Placement by cell class:
Fill, decap, tap and diode cells in grey.
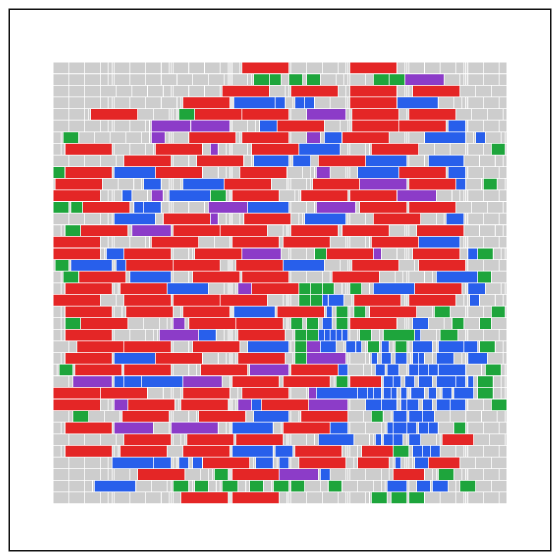
Nets reached from selected ports:
Bar = 50 µm.
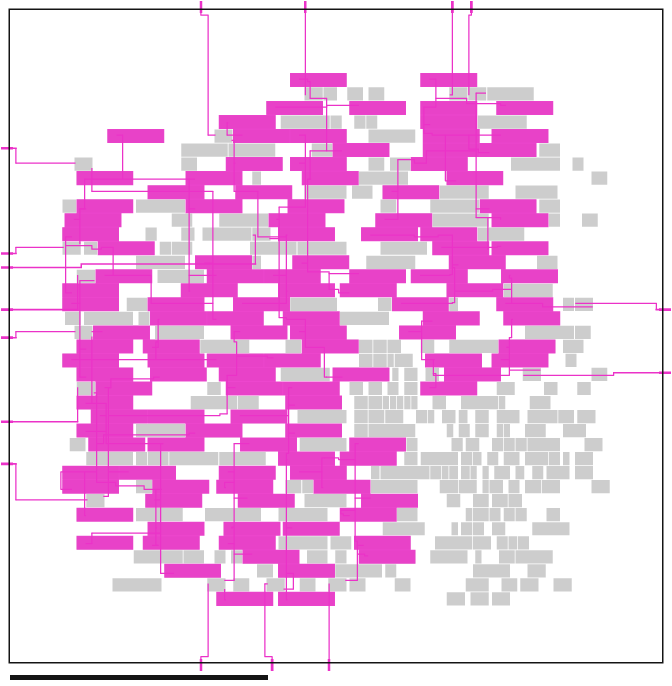
Power grid:
Bar = 50 µm. Pins as bars on the die edge. Tap cells in grey.
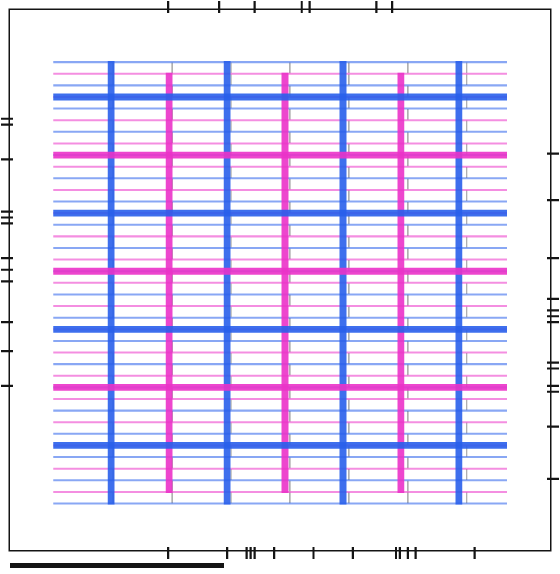
Wiring heat map:
The die is cut into 25 by 25 equal tiles; dark blue is low, red is high, scaled to the fullest tile. Values are wire area over tile area, all layers added.
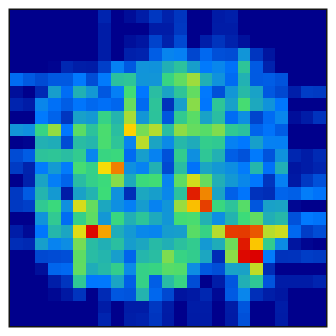
Cell outlines without signal wires:
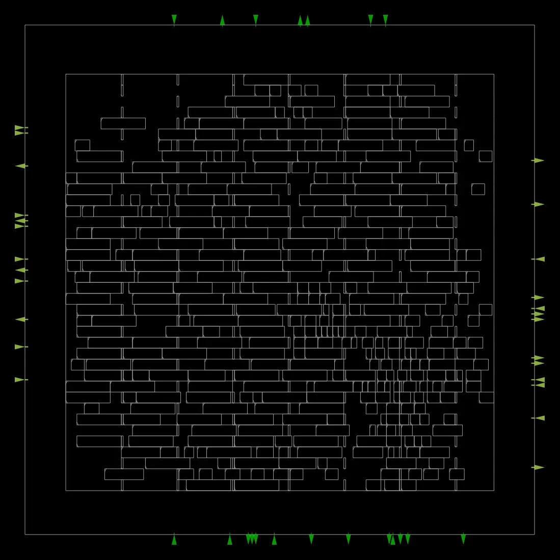
===== config.mk =====
export PLATFORM = sky130hd
export DESIGN_NAME = return_addr_stack
export DESIGN_NICKNAME = d
export VERILOG_FILES = /design/src/rtl/return_addr_stack_pkg.sv /design/src/rtl/ras_regfile.sv /design/src/rtl/return_addr_stack.sv
export SDC_FILE = /design/constraint.sdc
export NUM_CORES = 1
export LEC_CHECK = 0
export ABC_AREA = 0
export CAP_MARGIN = 20
export CORE_MARGIN = 10
export CORE_UTILIZATION = 50
export DETAILED_ROUTE_END_ITERATION = 6
export PLACE_DENSITY_LB_ADDON = 0.3
export SLEW_MARGIN = 5
export SYNTH_ARGS = -nofsm -noshare
export SYNTH_HDL_FRONTEND = slang
export SYNTH_HIERARCHICAL = 1
export SYNTH_SLANG_ARGS = --single-unit
export TNS_END_PERCENT = 10

===== constraint.sdc =====
create_clock -name clk -period 3.85 [get_ports clk]
set_clock_uncertainty 0.05 [all_clocks]
set_input_delay 0.77 -clock clk [delete_from_list [all_inputs] [get_ports clk]]
set_output_delay 0.77 -clock clk [all_outputs]
set_load 0.03 [all_outputs]

===== src/rtl/return_addr_stack_pkg.sv =====
// ---------------------------------------------------------------------------
// return_addr_stack_pkg
//
// Shared definitions for the return-address stack and the PC-select path.
//   ADDR_WIDTH : default return-address width in bits
//   RAS_DEPTH  : default number of stack entries
//   ras_op_e   : the single action the stack takes on a clock edge
//   ras_decode : maps the request lines and stack status onto ras_op_e
// ---------------------------------------------------------------------------
package return_addr_stack_pkg;

  localparam int unsigned ADDR_WIDTH = 16;
  localparam int unsigned RAS_DEPTH  = 8;

  // Every combination of flush/push/pop and full/empty collapses onto
  // exactly one of these actions, so the datapath only has to look at one
  // value. RAS_PUSH_UNF is a push onto an empty stack that also carried a
  // pop: the pop is dropped and flagged, but the push still lands.
  typedef enum logic [2:0] {
    RAS_HOLD     = 3'd0,
    RAS_FLUSH    = 3'd1,
    RAS_PUSH     = 3'd2,
    RAS_POP      = 3'd3,
    RAS_REPLACE  = 3'd4,
    RAS_PUSH_UNF = 3'd5,
    RAS_OVF      = 3'd6,
    RAS_UNF      = 3'd7
  } ras_op_e;

  // Flush outranks any push/pop in the same cycle. Push+pop on a non-empty
  // stack (full included) replaces the top entry in place, so it can never
  // overflow.
  function automatic ras_op_e ras_decode(input logic flush,
                                         input logic push,
                                         input logic pop,
                                         input logic full,
                                         input logic empty);
    ras_op_e op;
    op = RAS_HOLD;
    if (flush) begin
      op = RAS_FLUSH;
    end else if (push && pop) begin
      op = empty ? RAS_PUSH_UNF : RAS_REPLACE;
    end else if (push) begin
      op = full ? RAS_OVF : RAS_PUSH;
    end else if (pop) begin
      op = empty ? RAS_UNF : RAS_POP;
    end
    return op;
  endfunction

endpackage


===== src/rtl/ras_regfile.sv =====
// ---------------------------------------------------------------------------
// ras_regfile
//
// DEPTH x WIDTH register array backing the return-address stack.
// One synchronous write port and one combinational read port. The contents
// are not reset: the stack pointer alone decides which entries are valid.
//
// Ports:
//   clk    : rising-edge clock
//   we     : write enable
//   waddr  : write address
//   wdata  : write data
//   raddr  : read address
//   rdata  : combinational read data at raddr
// ---------------------------------------------------------------------------
module ras_regfile #(
  parameter int unsigned WIDTH = 16,
  parameter int unsigned DEPTH = 8,
  parameter int unsigned AW    = $clog2(DEPTH)
) (
  input  logic             clk,
  input  logic             we,
  input  logic [AW-1:0]    waddr,
  input  logic [WIDTH-1:0] wdata,
  input  logic [AW-1:0]    raddr,
  output logic [WIDTH-1:0] rdata
);

  logic [WIDTH-1:0] mem [DEPTH];

  // Single write port; storage carries no reset because stale entries
  // above the stack pointer are never observed.
  always_ff @(posedge clk) begin
    if (we) begin
      mem[waddr] <= wdata;
    end
  end

  // DEPTH is a power of two, so every raddr value names a real entry.
  assign rdata = mem[raddr];

endmodule


===== src/rtl/return_addr_stack.sv =====
// ---------------------------------------------------------------------------
// return_addr_stack
//
// Hardware return-address stack. CALL pushes the return PC, RET pops it,
// and the current top entry feeds the "return" leg of the next-PC mux.
// The stack never wraps: pushing while full and popping while empty are
// dropped and recorded in sticky error flags that only reset clears.
//
// Ports:
//   clk       : rising-edge clock
//   reset     : synchronous, active-high; clears pointer and flags
//   push      : push push_data this cycle
//   push_data : return address to push
//   pop       : remove the top entry this cycle
//   flush     : discard all entries, flags untouched
//   top       : current top entry, 0 when empty
//   count     : number of valid entries, 0..DEPTH
//   full      : count == DEPTH
//   empty     : count == 0
//   overflow  : sticky, a push was attempted while full
//   underflow : sticky, a pop was attempted while empty
// ---------------------------------------------------------------------------
module return_addr_stack
  import return_addr_stack_pkg::*;
#(
  parameter int unsigned WIDTH = ADDR_WIDTH,
  parameter int unsigned DEPTH = RAS_DEPTH
) (
  input  logic                   clk,
  input  logic                   reset,
  input  logic                   push,
  input  logic [WIDTH-1:0]       push_data,
  input  logic                   pop,
  input  logic                   flush,
  output logic [WIDTH-1:0]       top,
  output logic [$clog2(DEPTH):0] count,
  output logic                   full,
  output logic                   empty,
  output logic                   overflow,
  output logic                   underflow
);

  localparam int unsigned AW = $clog2(DEPTH);
  localparam int unsigned CW = AW + 1;

  // sp is one wider than the address so it can hold DEPTH itself.
  logic [CW-1:0]    sp;
  logic [CW-1:0]    sp_next;
  logic [AW-1:0]    top_addr;
  logic [WIDTH-1:0] top_raw;
  logic             we;
  logic [AW-1:0]    waddr;
  logic             ovf_set;
  logic             unf_set;
  ras_op_e          op;

  // Status comes straight from the registered pointer, so there is no
  // combinational path from push/pop to any output.
  assign full  = (sp == CW'(DEPTH));
  assign empty = (sp == '0);
  assign count = sp;

  // sp-1 wraps to all ones when empty; the read is masked to 0 below.
  assign top_addr = AW'(sp - CW'(1));
  assign top      = empty ? '0 : top_raw;

  // Collapse the request lines and stack status into one action per edge.
  always_comb begin
    op = ras_decode(flush, push, pop, full, empty);
  end

  // Translate the chosen action into a storage write, the next pointer and
  // any error flag to raise. Reset suppresses the write so a push held
  // during reset cannot touch storage.
  always_comb begin
    we      = 1'b0;
    waddr   = sp[AW-1:0];
    sp_next = sp;
    ovf_set = 1'b0;
    unf_set = 1'b0;
    unique case (op)
      RAS_FLUSH: begin
        sp_next = '0;
      end
      RAS_PUSH: begin
        we      = 1'b1;
        sp_next = sp + CW'(1);
      end
      RAS_POP: begin
        sp_next = sp - CW'(1);
      end
      RAS_REPLACE: begin
        we    = 1'b1;
        waddr = top_addr;
      end
      RAS_PUSH_UNF: begin
        we      = 1'b1;
        waddr   = '0;
        sp_next = CW'(1);
        unf_set = 1'b1;
      end
      RAS_OVF: begin
        ovf_set = 1'b1;
      end
      RAS_UNF: begin
        unf_set = 1'b1;
      end
      default: begin
        sp_next = sp;
      end
    endcase
    if (reset) begin
      we = 1'b0;
    end
  end

  // Pointer and sticky flags. Reset wins over everything; after that the
  // flags only ever accumulate.
  always_ff @(posedge clk) begin
    if (reset) begin
      sp        <= '0;
      overflow  <= 1'b0;
      underflow <= 1'b0;
    end else begin
      sp        <= sp_next;
      overflow  <= overflow | ovf_set;
      underflow <= underflow | unf_set;
    end
  end

  ras_regfile #(
    .WIDTH (WIDTH),
    .DEPTH (DEPTH),
    .AW    (AW)
  ) u_regfile (
    .clk   (clk),
    .we    (we),
    .waddr (waddr),
    .wdata (push_data),
    .raddr (top_addr),
    .rdata (top_raw)
  );

endmodule


==> job_summary.md <==
## Implementation flow summary

| Metric | Value |
|---|---|
| Outcome | `completed` |
| Antenna violations before repair | `0` |
| Layout net count | `387` |
| Detailed Route Iter0 Violations | `271` |
| Largest cells by area | `edfxtp_1, mux4_1, mux2_2, dfxtp_1, nor2b_1` |
| Area delta synth->final | `23.1%` |
| Area leader, netlist | `edfxtp_1` |
| Worst Setup SP | `count[1]` |
| CP Class | `register to output port` |
| Placement Cell Area | `6410 µm²` |
| Pwr dens | `527 nW/µm²` |
| Minimum clock period | `3.67 ns` |
| Worst Path Arrival | `2.85 ns` |
| Residual DRC | `0` |
| Area share of the largest cell type after synthesis | `67.8%` |
| Routed vias/inst | `5.78` |
| Syn nets | `312` |
| Syn_area_per_cell | `19.7 µm²` |
| First-pass GRT wire length | `17.8 mm` |
| Yosys reg bits | `134` |
| Reg power frac | `44.2%` |
| Yosys synthesis chip area | `5670 µm²` |
| Mapped Area | `5670 µm²` |
| Max-Cap Viols | `0` |
| Tool warnings | `28` |
| Reg2reg start | `count[1]` |
| Post-synthesis sequential area ratio | `70.0%` |
| CP Launch Type | `register` |
| Syn. warnings | `6` |
| Layout cells sized above 1 | `23.7%` |
| Asr flop ratio synth | `0%` |
| DRT antenna net count | `0` |
| Final setup TNS | `0 ns` |
| Ant. Diodes | `0` |
| Final tally of hold violations | `0` |
| Root Buffer | `clkbuf_16` |
| Final setup fails | `0` |
| Detailed Routing Iterations Pass 1 | `4` |
| Synthesized instance count | `287` |
| Net Sw Power | `0.000886 W` |
| Worst Reg-to-Reg Cells | `9` |
| Routability cong. | `0.914` |
| Hold buffer count at CTS | `0` |
| Crit path capture type | `output port` |
| Crit-path max FO | `22` |
| Drt total wl | `11.3 mm` |
| HP Class | `register to register` |
| Fillers | `766` |
| Init Core Util | `51.6%` |
| Leakage dissipation | `2.50 nW` |
| Post-synth EDFFs | `128` |
| Tightest slew margin relative to the limit | `42.1%` |
| CTS H-tree lvls | `4` |
| GR Util All Layers | `14.5%` |
| Area of the die | `16,000 µm²` |
| Total number of vias | `2,979` |
| Detail Placement HPWL | `7.25 mm` |
| CTS tree | `done` |
| Worst-path cell chain | `inv_1 > ha_1 > xor2_2 > buf_6 > mux4_1 > mux2_2 > nor2b_1 > dlygate4sd2_1` |
| Period utilization | `95.2%` |
| Pins over their slew limit | `0` |
| Largest net degree at the start of global routing | `23` |
| Vias in the first global route | `3,084` |
| Fmax | `273 MHz` |
| Pint | `0.00279 W` |
| Net Sw Frac | `24.1%` |
| Worst-margin pin slew | `0.865 ns` |
| Clk ins delay skew pair | `0.42 ns` |
| Worst hold stages | `2` |
| Clk sinks | `134` |
| Design area | `6980 µm²` |
| Slowest stage cell, crit path | `dfxtp_1` |
| WP data required | `3.03 ns` |
| Max incr delay on CP | `0.47 ns` |
| GR Overflow Total | `0` |
| DR WL/cell | `21.9 µm` |
| Clock power share | `42.6%` |
| Setup repair after global routing missed its margin | `no` |
| Reg clk slew, reported paths | `0.06 ns` |
| Comb pwr share | `13.3%` |
Notes on 'placement by cell class' above:
legend:
  red:
    class: flops
    cells: 134
    share_of_their_area: 58%
  blue:
    class: all other logic
    cells: 140
    share_of_their_area: 24%
  purple:
    class: clock drivers and dummy loads
    cells: 32
    share_of_their_area: 8.6%
  green:
    class: other buffers and delay cells
    cells: 69
    share_of_their_area: 9.1%
fraction of area in registers: 56.8%
# rows: 38
final core utilization: 63.5%

Notes on 'nets reached from selected ports' above:
legend:
  magenta:
    port: push_data
    bits: 16
    direction: input
    end_cells: 128
    buffers: 16
    wire: 1,510 µm
# port buffers: 44
IO Pins: 45

Notes on 'power grid' above:
legend:
  blue:
    net: VSS
  magenta:
    net: VDD
met5 straps: 7
met4 straps: 7
met1 rails: 39
signal pins: 45
VDD IR max: 0.000427 V
Die H: 126 µm
Placeable Area: 11,000 µm²
die width: 126 µm

Notes on 'wiring heat map' above:
fullest tile: 0.47
densest ninth of the die: middle
emptiest ninth of the die: top left

Notes on 'cell outlines without signal wires' above:
Cell Count, Final, Fillers Out: 515
tap cells: 140

## flip-flops by register name, summed over array words and instances, names as in the netlist
name	count
u_regfile/mem	128
count	4
overflow	1
underflow	1
## cells in the mapped netlist, types with 2 or more instances
master and n:
nand2_1 3, nor2_1 11, edfxtp_1 128, mux4_2 4, nand2b_1 5, dfxtp_1 6, nor3_1 3, inv_1 6
nand3_1 3, o211ai_1 2, ha_1 4, and3_1 2, or3_1 3, buf_6 4, mux2i_1 2, buf_2 2
mux2_2 16, nor2b_1 18, nand4_1 2, clkbuf_1 3, mux4_1 28, a31oi_1 6, buf_1 3
## cell usage in the layout, fill, tap and decap left out, drive strengths merged, types with 3 or more instances in the layout
master and count:
edfxtp 128, mux4 32, buf 29, clkdlybuf4s50 27, nor2b 18, clkbuf 17, mux2 16, dlygate4sd2 13
nor2 11, clkinv 9, inv 8, a31oi 6, dfxtp 6, nand2b 5, ha 4, nand2 3
or3 3, nand3 3, nor3 3
## layer usage
layer | GRT usage [%] | part of all wire, % | vias up
met5 | 0 | 0 | -
met4 | 5.43 | 1.5 | 0
met3 | 4.54 | 5.0 | 14
met2 | 24.1 | 51 | 97
met1 | 17.5 | 42 | 1517
li1 | - | - | 1351
## cell type report
cell class | count | area, µm² | share of cell area [%]
Clock buffer | 17 | 425 | 6.10
Clock inverter | 15 | 156 | 2.24
Inverter | 6 | 22.5 | 0.323
Multi-Input combinational cell | 134 | 1610 | 23.1
Sequential cell | 134 | 3960 | 56.8
Tap cell | 140 | 175 | 2.51
Timing Repair Buffer | 69 | 618 | 8.86
## repair_timing
item                       4_1_cts  5_1_grt
gates resized                   14        0
setup buffers                    0        0
setup endpoints to repair       10        0
## final timing paths
path	endpoint	slack, ns
max	top[6]	0.18
min	overflow	0.43
max reg2reg	u_regfile/mem[6][8]	0.46
min reg2reg	overflow	0.43
## power by group through the flow
stage | clock [W] | combinational (W) | sequential, W
2_1_floorplan | 0 | 0.000312 | 0.00166
3_3_place_gp | 0 | 0.000504 | 0.00165
3_5_place_dp | 0 | 0.000509 | 0.00165
4_1_cts | 0.00159 | 0.000496 | 0.00162
5_1_grt | 0.00166 | 0.000527 | 0.00162
6_report | 0.00157 | 0.000488 | 0.00162
## worst max-delay path, delay by kind of cell (launching register included)
family	cells	cell delay, ns
mux	2	0.62
xor+xnor	1	0.18
fa+ha+maj	1	0.26
flops	1	0.47
simple gates	1	0.12
buf+inv	3	0.74
## cells by family after synthesis
kind of cell,after synthesis,synth area share [%]
and+or+nand+nor,59,6.21
adders and majority gates,4,0.883
AOI/OAI and AO/OA,19,2.67
muxes,50,18.1
DFF,134,70.0
buffers and inverters,19,1.85
xor gates and xnor gates,2,0.309
## metrics by stage
step / util, % / hold WS [ns] / power (W) / setup slack (ns) / instances
after floorplan: - / 0.592 / 0.00197 / 0.131 / 287
after global placement: 58.3 / 0.416 / 0.00216 / 0.318 / 483
after detailed placement: 58.3 / 0.423 / 0.00216 / 0.278 / 483
after CTS: 63.5 / 0.439 / 0.00371 / 0.141 / 515
after global routing: 63.5 / 0.462 / 0.00381 / 0.0186 / 515
final: 63.5 / 0.430 / 0.00368 / 0.185 / 515
Power and IR drop assume default switching activity.
